## src/rtl/pixel_calc_pkg.sv

```systemverilog
// Shared types and constants for the pixel_calc Sobel engine.
// Coefficient tables are indexed by tap; tap t covers window row t/3, column t%3.
package pixel_calc_pkg;

  localparam int DEF_PIX_W = 8;
  localparam int DEF_ACC_W = 11;
  localparam int TAPS      = 9;

  localparam logic [3:0] LAST_TAP = 4'd8;

  typedef enum logic [2:0] {
    IDLE  = 3'd0,
    ACCUM = 3'd1,
    MAG   = 3'd2,
    DONE  = 3'd3,
    HOLD  = 3'd4
  } calc_state_t;

  localparam logic signed [2:0] GX_COEF [0:TAPS-1] = '{
    3'sb111, 3'sb000, 3'sb001,
    3'sb110, 3'sb000, 3'sb010,
    3'sb111, 3'sb000, 3'sb001
  };

  localparam logic signed [2:0] GY_COEF [0:TAPS-1] = '{
    3'sb111, 3'sb110, 3'sb111,
    3'sb000, 3'sb000, 3'sb000,
    3'sb001, 3'sb010, 3'sb001
  };

  // Output pixel index (row in bit 1, column in bit 0) for a select value 1..4.
  function automatic logic [1:0] sel_to_index(input logic [2:0] sel);
    logic [1:0] idx;
    case (sel)
      3'd1:    idx = 2'd0;
      3'd2:    idx = 2'd1;
      3'd3:    idx = 2'd2;
      3'd4:    idx = 2'd3;
      default: idx = 2'd0;
    endcase
    return idx;
  endfunction

endpackage

```

## src/rtl/pixel_calc_sobel_tap.sv

```systemverilog
// Combinational single-tap Sobel term: picks the window pixel for (cur_sel, tap)
// and weights it by the Gx and Gy coefficients of that tap.
module sobel_tap
  import pixel_calc_pkg::*;
#(
  parameter int PIX_W = DEF_PIX_W,
  parameter int ACC_W = DEF_ACC_W
) (
  input  logic [16*PIX_W-1:0]      pix_block,
  input  logic [2:0]               cur_sel,
  input  logic [3:0]               tap,
  output logic signed [ACC_W-1:0]  gx_term,
  output logic signed [ACC_W-1:0]  gy_term
);

  logic [1:0]              k_s;
  logic [1:0]              dr_s;
  logic [1:0]              dc_s;
  logic [1:0]              row_s;
  logic [1:0]              col_s;
  logic [3:0]              pix_idx_s;
  logic [PIX_W-1:0]        pix_s;
  logic signed [2:0]       cx_s;
  logic signed [2:0]       cy_s;

  // Coefficients are restricted to -2..2, so weighting is a shift and negate.
  function automatic logic signed [ACC_W-1:0] weight(input logic signed [2:0] coef,
                                                     input logic [PIX_W-1:0] pix);
    logic signed [ACC_W-1:0] ext;
    logic signed [ACC_W-1:0] res;
    ext = $signed({{(ACC_W-PIX_W){1'b0}}, pix});
    case (coef)
      3'sb001: res = ext;
      3'sb010: res = ext <<< 1;
      3'sb111: res = -ext;
      3'sb110: res = -(ext <<< 1);
      default: res = {ACC_W{1'b0}};
    endcase
    return res;
  endfunction

  // Decompose tap into window row/column offsets.
  always_comb begin
    dr_s = 2'd0;
    dc_s = 2'd0;
    case (tap)
      4'd0:    begin dr_s = 2'd0; dc_s = 2'd0; end
      4'd1:    begin dr_s = 2'd0; dc_s = 2'd1; end
      4'd2:    begin dr_s = 2'd0; dc_s = 2'd2; end
      4'd3:    begin dr_s = 2'd1; dc_s = 2'd0; end
      4'd4:    begin dr_s = 2'd1; dc_s = 2'd1; end
      4'd5:    begin dr_s = 2'd1; dc_s = 2'd2; end
      4'd6:    begin dr_s = 2'd2; dc_s = 2'd0; end
      4'd7:    begin dr_s = 2'd2; dc_s = 2'd1; end
      4'd8:    begin dr_s = 2'd2; dc_s = 2'd2; end
      default: begin dr_s = 2'd0; dc_s = 2'd0; end
    endcase
  end

  // Locate the pixel and fetch the coefficients for this tap.
  always_comb begin
    k_s       = sel_to_index(cur_sel);
    row_s     = {1'b0, k_s[1]} + dr_s;
    col_s     = {1'b0, k_s[0]} + dc_s;
    pix_idx_s = {row_s, col_s};
    pix_s     = pix_block[PIX_W*pix_idx_s +: PIX_W];
    if (tap <= LAST_TAP) begin
      cx_s = GX_COEF[tap];
      cy_s = GY_COEF[tap];
    end else begin
      cx_s = 3'sb000;
      cy_s = 3'sb000;
    end
    gx_term = weight(cx_s, pix_s);
    gy_term = weight(cy_s, pix_s);
  end

endmodule

```

## src/rtl/pixel_calc.sv

```systemverilog
// Sobel gradient-magnitude engine: one kernel tap per cycle for the selected
// output pixel, then a saturated |Gx|+|Gy| result and a one-cycle calc_done.
module pixel_calc
  import pixel_calc_pkg::*;
#(
  parameter int PIX_W = DEF_PIX_W,
  parameter int ACC_W = DEF_ACC_W
) (
  input  logic                 clk,
  input  logic                 rst,
  input  logic                 load_enable,
  input  logic                 calc_enable,
  input  logic [2:0]           select,
  input  logic [16*PIX_W-1:0]  pix_block,
  output logic                 calc_done,
  output logic [PIX_W-1:0]     pix_out,
  output logic [1:0]           out_index
);

  calc_state_t              state_r;
  calc_state_t              state_nxt_s;
  logic                     start_s;
  logic                     sel_valid_s;
  logic [2:0]               cur_sel_r;
  logic [3:0]               tap_r;
  logic signed [ACC_W-1:0]  gx_r;
  logic signed [ACC_W-1:0]  gy_r;
  logic signed [ACC_W-1:0]  gx_term_s;
  logic signed [ACC_W-1:0]  gy_term_s;
  logic [ACC_W-1:0]         abs_gx_s;
  logic [ACC_W-1:0]         abs_gy_s;
  logic [ACC_W:0]           mag_s;
  logic [PIX_W-1:0]         sat_s;
  logic                     calc_done_r;
  logic [PIX_W-1:0]         pix_out_r;
  logic [1:0]               out_index_r;

  sobel_tap #(
    .PIX_W (PIX_W),
    .ACC_W (ACC_W)
  ) u_sobel_tap (
    .pix_block (pix_block),
    .cur_sel   (cur_sel_r),
    .tap       (tap_r),
    .gx_term   (gx_term_s),
    .gy_term   (gy_term_s)
  );

  assign sel_valid_s = (select >= 3'd1) && (select <= 3'd4);

  // State register.
  always_ff @(posedge clk) begin
    if (rst) begin
      state_r <= IDLE;
    end else begin
      state_r <= state_nxt_s;
    end
  end

  // Next-state logic; a load aborts everything outside IDLE.
  always_comb begin
    state_nxt_s = state_r;
    start_s     = 1'b0;
    if (load_enable && (state_r != IDLE)) begin
      state_nxt_s = IDLE;
    end else begin
      case (state_r)
        IDLE: begin
          if (calc_enable && sel_valid_s && !load_enable) begin
            state_nxt_s = ACCUM;
            start_s     = 1'b1;
          end else begin
            state_nxt_s = IDLE;
          end
        end
        ACCUM: begin
          if (tap_r == LAST_TAP) begin
            state_nxt_s = MAG;
          end else begin
            state_nxt_s = ACCUM;
          end
        end
        MAG:  state_nxt_s = DONE;
        DONE: state_nxt_s = HOLD;
        HOLD: begin
          // Same select as the one just finished must not recompute.
          if (!calc_enable) begin
            state_nxt_s = IDLE;
          end else if ((select != cur_sel_r) && sel_valid_s) begin
            state_nxt_s = ACCUM;
            start_s     = 1'b1;
          end else begin
            state_nxt_s = HOLD;
          end
        end
        default: state_nxt_s = IDLE;
      endcase
    end
  end

  // Saturated magnitude of the finished accumulators.
  always_comb begin
    abs_gx_s = gx_r[ACC_W-1] ? $unsigned(-gx_r) : $unsigned(gx_r);
    abs_gy_s = gy_r[ACC_W-1] ? $unsigned(-gy_r) : $unsigned(gy_r);
    mag_s    = {1'b0, abs_gx_s} + {1'b0, abs_gy_s};
    if (mag_s > {{(ACC_W+1-PIX_W){1'b0}}, {PIX_W{1'b1}}}) begin
      sat_s = {PIX_W{1'b1}};
    end else begin
      sat_s = mag_s[PIX_W-1:0];
    end
  end

  // Tap counter, accumulators and registered outputs.
  always_ff @(posedge clk) begin
    if (rst) begin
      cur_sel_r   <= 3'd0;
      tap_r       <= 4'd0;
      gx_r        <= {ACC_W{1'b0}};
      gy_r        <= {ACC_W{1'b0}};
      calc_done_r <= 1'b0;
      pix_out_r   <= {PIX_W{1'b0}};
      out_index_r <= 2'd0;
    end else begin
      calc_done_r <= (state_r == DONE) && !load_enable;
      if (start_s) begin
        cur_sel_r <= select;
        tap_r     <= 4'd0;
        gx_r      <= {ACC_W{1'b0}};
        gy_r      <= {ACC_W{1'b0}};
      end else if ((state_r == ACCUM) && !load_enable) begin
        gx_r  <= gx_r + gx_term_s;
        gy_r  <= gy_r + gy_term_s;
        tap_r <= (tap_r == LAST_TAP) ? 4'd0 : tap_r + 4'd1;
      end
      if ((state_r == MAG) && !load_enable) begin
        pix_out_r   <= sat_s;
        out_index_r <= sel_to_index(cur_sel_r);
      end
    end
  end

  assign calc_done = calc_done_r;
  assign pix_out   = pix_out_r;
  assign out_index = out_index_r;

endmodule

```

## config.mk

```make
export PLATFORM = sky130hd
export DESIGN_NAME = pixel_calc
export DESIGN_NICKNAME = d
export VERILOG_FILES = /design/src/rtl/pixel_calc_pkg.sv /design/src/rtl/pixel_calc_sobel_tap.sv /design/src/rtl/pixel_calc.sv
export SDC_FILE = /design/constraint.sdc
export NUM_CORES = 1
export LEC_CHECK = 0
export CAP_MARGIN = 15
export CORE_MARGIN = 3
export CORE_UTILIZATION = 51
export DETAILED_ROUTE_END_ITERATION = 16
export PLACE_DENSITY = 0.81
export SLEW_MARGIN = 20
export SYNTH_ARGS = -nofsm -noshare
export SYNTH_HDL_FRONTEND = slang
export SYNTH_HIERARCHICAL = 1
export SYNTH_SLANG_ARGS = --single-unit
```

## constraint.sdc

```tcl
create_clock -name clk -period 6.9 [get_ports clk]
set_input_delay 1.38 -clock clk [delete_from_list [all_inputs] [get_ports clk]]
set_output_delay 1.38 -clock clk [all_outputs]
set_load 0.1 [all_outputs]
```

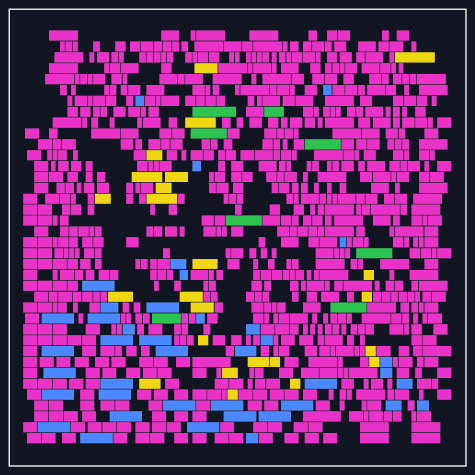
*Cells by drive strength, run 1*
(4 px per µm)
legend:
  magenta:
    size: drive 1 or less
    cells: 791
  blue:
    size: drive 2
    cells: 40
  yellow:
    size: drive 3 to 4
    cells: 24
  green:
    size: drive 6 and up
    cells: 8

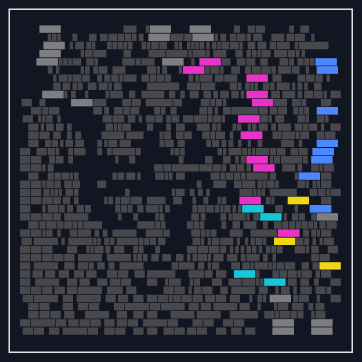
*Sequential cells coloured by netlist name, run 1*
(3 px per µm) Other sequential cells in the stronger grey, the rest of the logic in the fainter grey.
legend:
  yellow:
    name_in_the_netlist: state_r
    sequential_cells: 3
  blue:
    name_in_the_netlist: pix_out
    sequential_cells: 8
  cyan:
    name_in_the_netlist: tap_r
    sequential_cells: 4
  magenta:
    name_in_the_netlist: gx_r
    sequential_cells: 11
not coloured: 17

==> summary.txt, run 1 <==
run results: status=finished clean, tool warnings=30, sequential power=266 µW, crit-path max FO=40, CP peak stage delay=0.58 ns, largest net degree at the start of global routing=41, H-tree depth reported by CTS=2, clk sinks=43, crit start category=flop, WP data arrival=6.48 ns, Starting Density=0.535, internal power component=652 µW, Crit path depth=21, Net Sw Frac=0.333, CP Capture Type=flop, Pre-antenna DRT Iters=5, final core utilization=0.680, CTS tree=yes, syn avg cell area=7.95 µm², Ports=146, worst slew pin tran=0.968 ns, CTS Root Cell=clkbuf_16, Net Switching=326 µW, Synth Seq Share=0.145, Inst Count DP=995, met3 GRT Util=0.0419, flop share of the area=0.114, CP Data Required Time=7.12 ns, clk slew on worst S/H paths=0.06 ns, clock tree cell share of total cell area=0.0231, worst-case reg-to-reg path depth=21
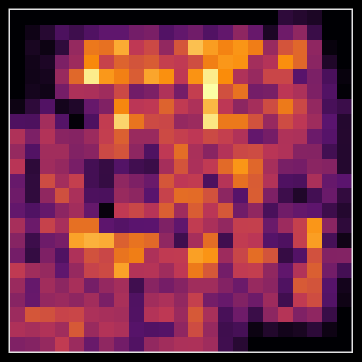
*Wiring heat map, run 1*
(3 px per µm) 23 x 23 tiles, from black (low) to pale yellow (high), scaled to the fullest tile. Values are wire area over tile area, all layers added.
mean over tiles: 0.22
fullest tile: 0.60
nearly empty tiles: 7.6%

==> inputs of run 2 (changes only) <==
--- a/config.mk
+++ b/config.mk
@@ -6,6 +6,4 @@
 export NUM_CORES = 1
 export LEC_CHECK = 0
-export CAP_MARGIN = 15
-export CORE_MARGIN = 3
 export CORE_UTILIZATION = 51
 export DETAILED_ROUTE_END_ITERATION = 16
==> constraint.sdc (replaced) <==
create_clock -name clk -period 6.9 [get_ports clk]
set_input_delay 0.69 -clock clk [delete_from_list [all_inputs] [get_ports clk]]
set_output_delay 0.69 -clock clk [all_outputs]
set_load 0.1 [all_outputs]
==> run 2 against run 1 <==
  * Sequential power about the same
  * Final cell count increased by 0.60%
  * Clock skew increased by 0.0016 ns
  * Via count decreased by 1.7%
==> summary.txt, run 2 <==
run results: crit start category=flop (unchanged), Synth Seq Share=0.145 (unchanged), clk sinks=43 (unchanged), final core utilization=0.663 (was 0.680), Ports=146 (unchanged), flop share of the area=0.114 (about the same), met3 GRT Util=0.0456 (was 0.0419), clock tree cell share of total cell area=0.0227 (was 0.0231), sequential power=266 µW (about the same), worst-case reg-to-reg path depth=23 (was 21), CP Data Required Time=7.13 ns (was 7.12 ns), crit-path max FO=15 (was 40), Net Sw Frac=0.342 (was 0.333), status=finished clean (unchanged), internal power component=644 µW (was 652 µW), CTS tree=yes (unchanged), Pre-antenna DRT Iters=5 (unchanged), worst slew pin tran=1.13 ns (was 0.968 ns), largest net degree at the start of global routing=39 (was 41), CTS Root Cell=clkbuf_16 (unchanged), clk slew on worst S/H paths=0.07 ns (was 0.06 ns), CP Capture Type=flop (unchanged)
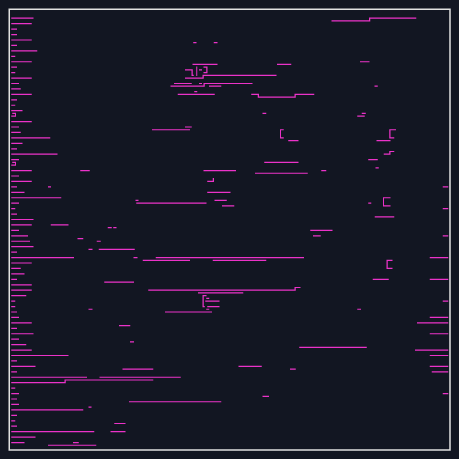
*Signal wires on met3, run 2*
(4 px per µm)
longest straight run: 36.8 µm
wire length on this layer: 888 µm

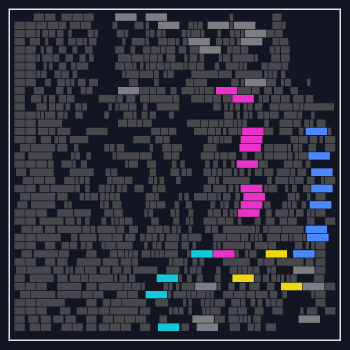
*Sequential cells coloured by netlist name, run 2*
(3 px per µm) Other sequential cells in the stronger grey, the rest of the logic in the fainter grey.
legend:
  yellow:
    name_in_the_netlist: state_r
    sequential_cells: 3
  blue:
    name_in_the_netlist: pix_out
    sequential_cells: 8
    where: right middle
  magenta:
    name_in_the_netlist: gx_r
    sequential_cells: 11
    where: right middle
  cyan:
    name_in_the_netlist: tap_r
    sequential_cells: 4
    where: bottom middle
not coloured: 17

==> inputs of run 3 (changes only) <==
- MAX_ROUTING_LAYER: not set -> met4
- clock period: 6.9 -> 6.5 ns (I/O delays scaled with it)
==> run 3 against run 2 <==
  * Final cell count is 0.30% lower
  * First-iteration DRC count is 23% higher
  * Global-route usage is 0.46 points higher
  * Sequential power is 6% higher
  * Highest routed layer unchanged
  * Via count is 1.0% higher
  * Maximum frequency is 5.0% higher
  * Clock power is 7% lower
  * Die size stayed put
==> summary.txt, run 3 <==
run results: CP Data Required Time=6.73 ns (was 7.13 ns), final core utilization=0.662 (was 0.663), status=finished clean (unchanged), syn avg cell area=7.95 µm² (unchanged), CTS tree=yes (unchanged), Starting Density=0.522 (unchanged), worst-case reg-to-reg path depth=23 (unchanged), CP Capture Type=flop (unchanged), Net Switching=349 µW (was 334 µW), CP peak stage delay=0.53 ns (was 0.67 ns), flop share of the area=0.114 (about the same), Synth Seq Share=0.145 (unchanged), sequential power=282 µW (was 266 µW), clk slew on worst S/H paths=0.06 ns (was 0.07 ns), Pre-antenna DRT Iters=5 (unchanged), CTS Root Cell=clkbuf_16 (unchanged), H-tree depth reported by CTS=2 (unchanged), tool warnings=30 (unchanged), Crit path depth=23 (unchanged), crit start category=flop (unchanged), internal power component=654 µW (was 644 µW)
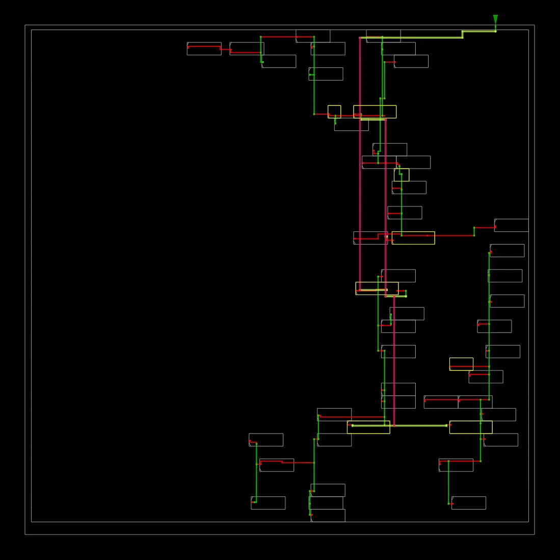
*The clock network, run 3*
flop count: 43
clk sinks: 43
Clock net power: 260 µW

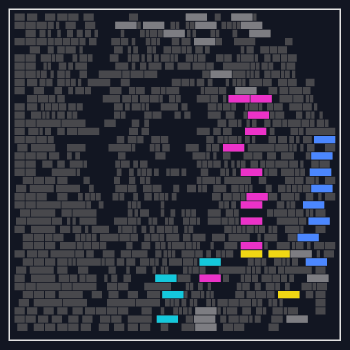
*Sequential cells coloured by netlist name, run 3*
(3 px per µm) Other sequential cells in the stronger grey, the rest of the logic in the fainter grey.
legend:
  cyan:
    name_in_the_netlist: tap_r
    sequential_cells: 4
    where: bottom middle
  yellow:
    name_in_the_netlist: state_r
    sequential_cells: 3
  blue:
    name_in_the_netlist: pix_out
    sequential_cells: 8
    where: right middle
  magenta:
    name_in_the_netlist: gx_r
    sequential_cells: 11
    where: right middle
not coloured: 17

Power and IR drop assume default switching activity.
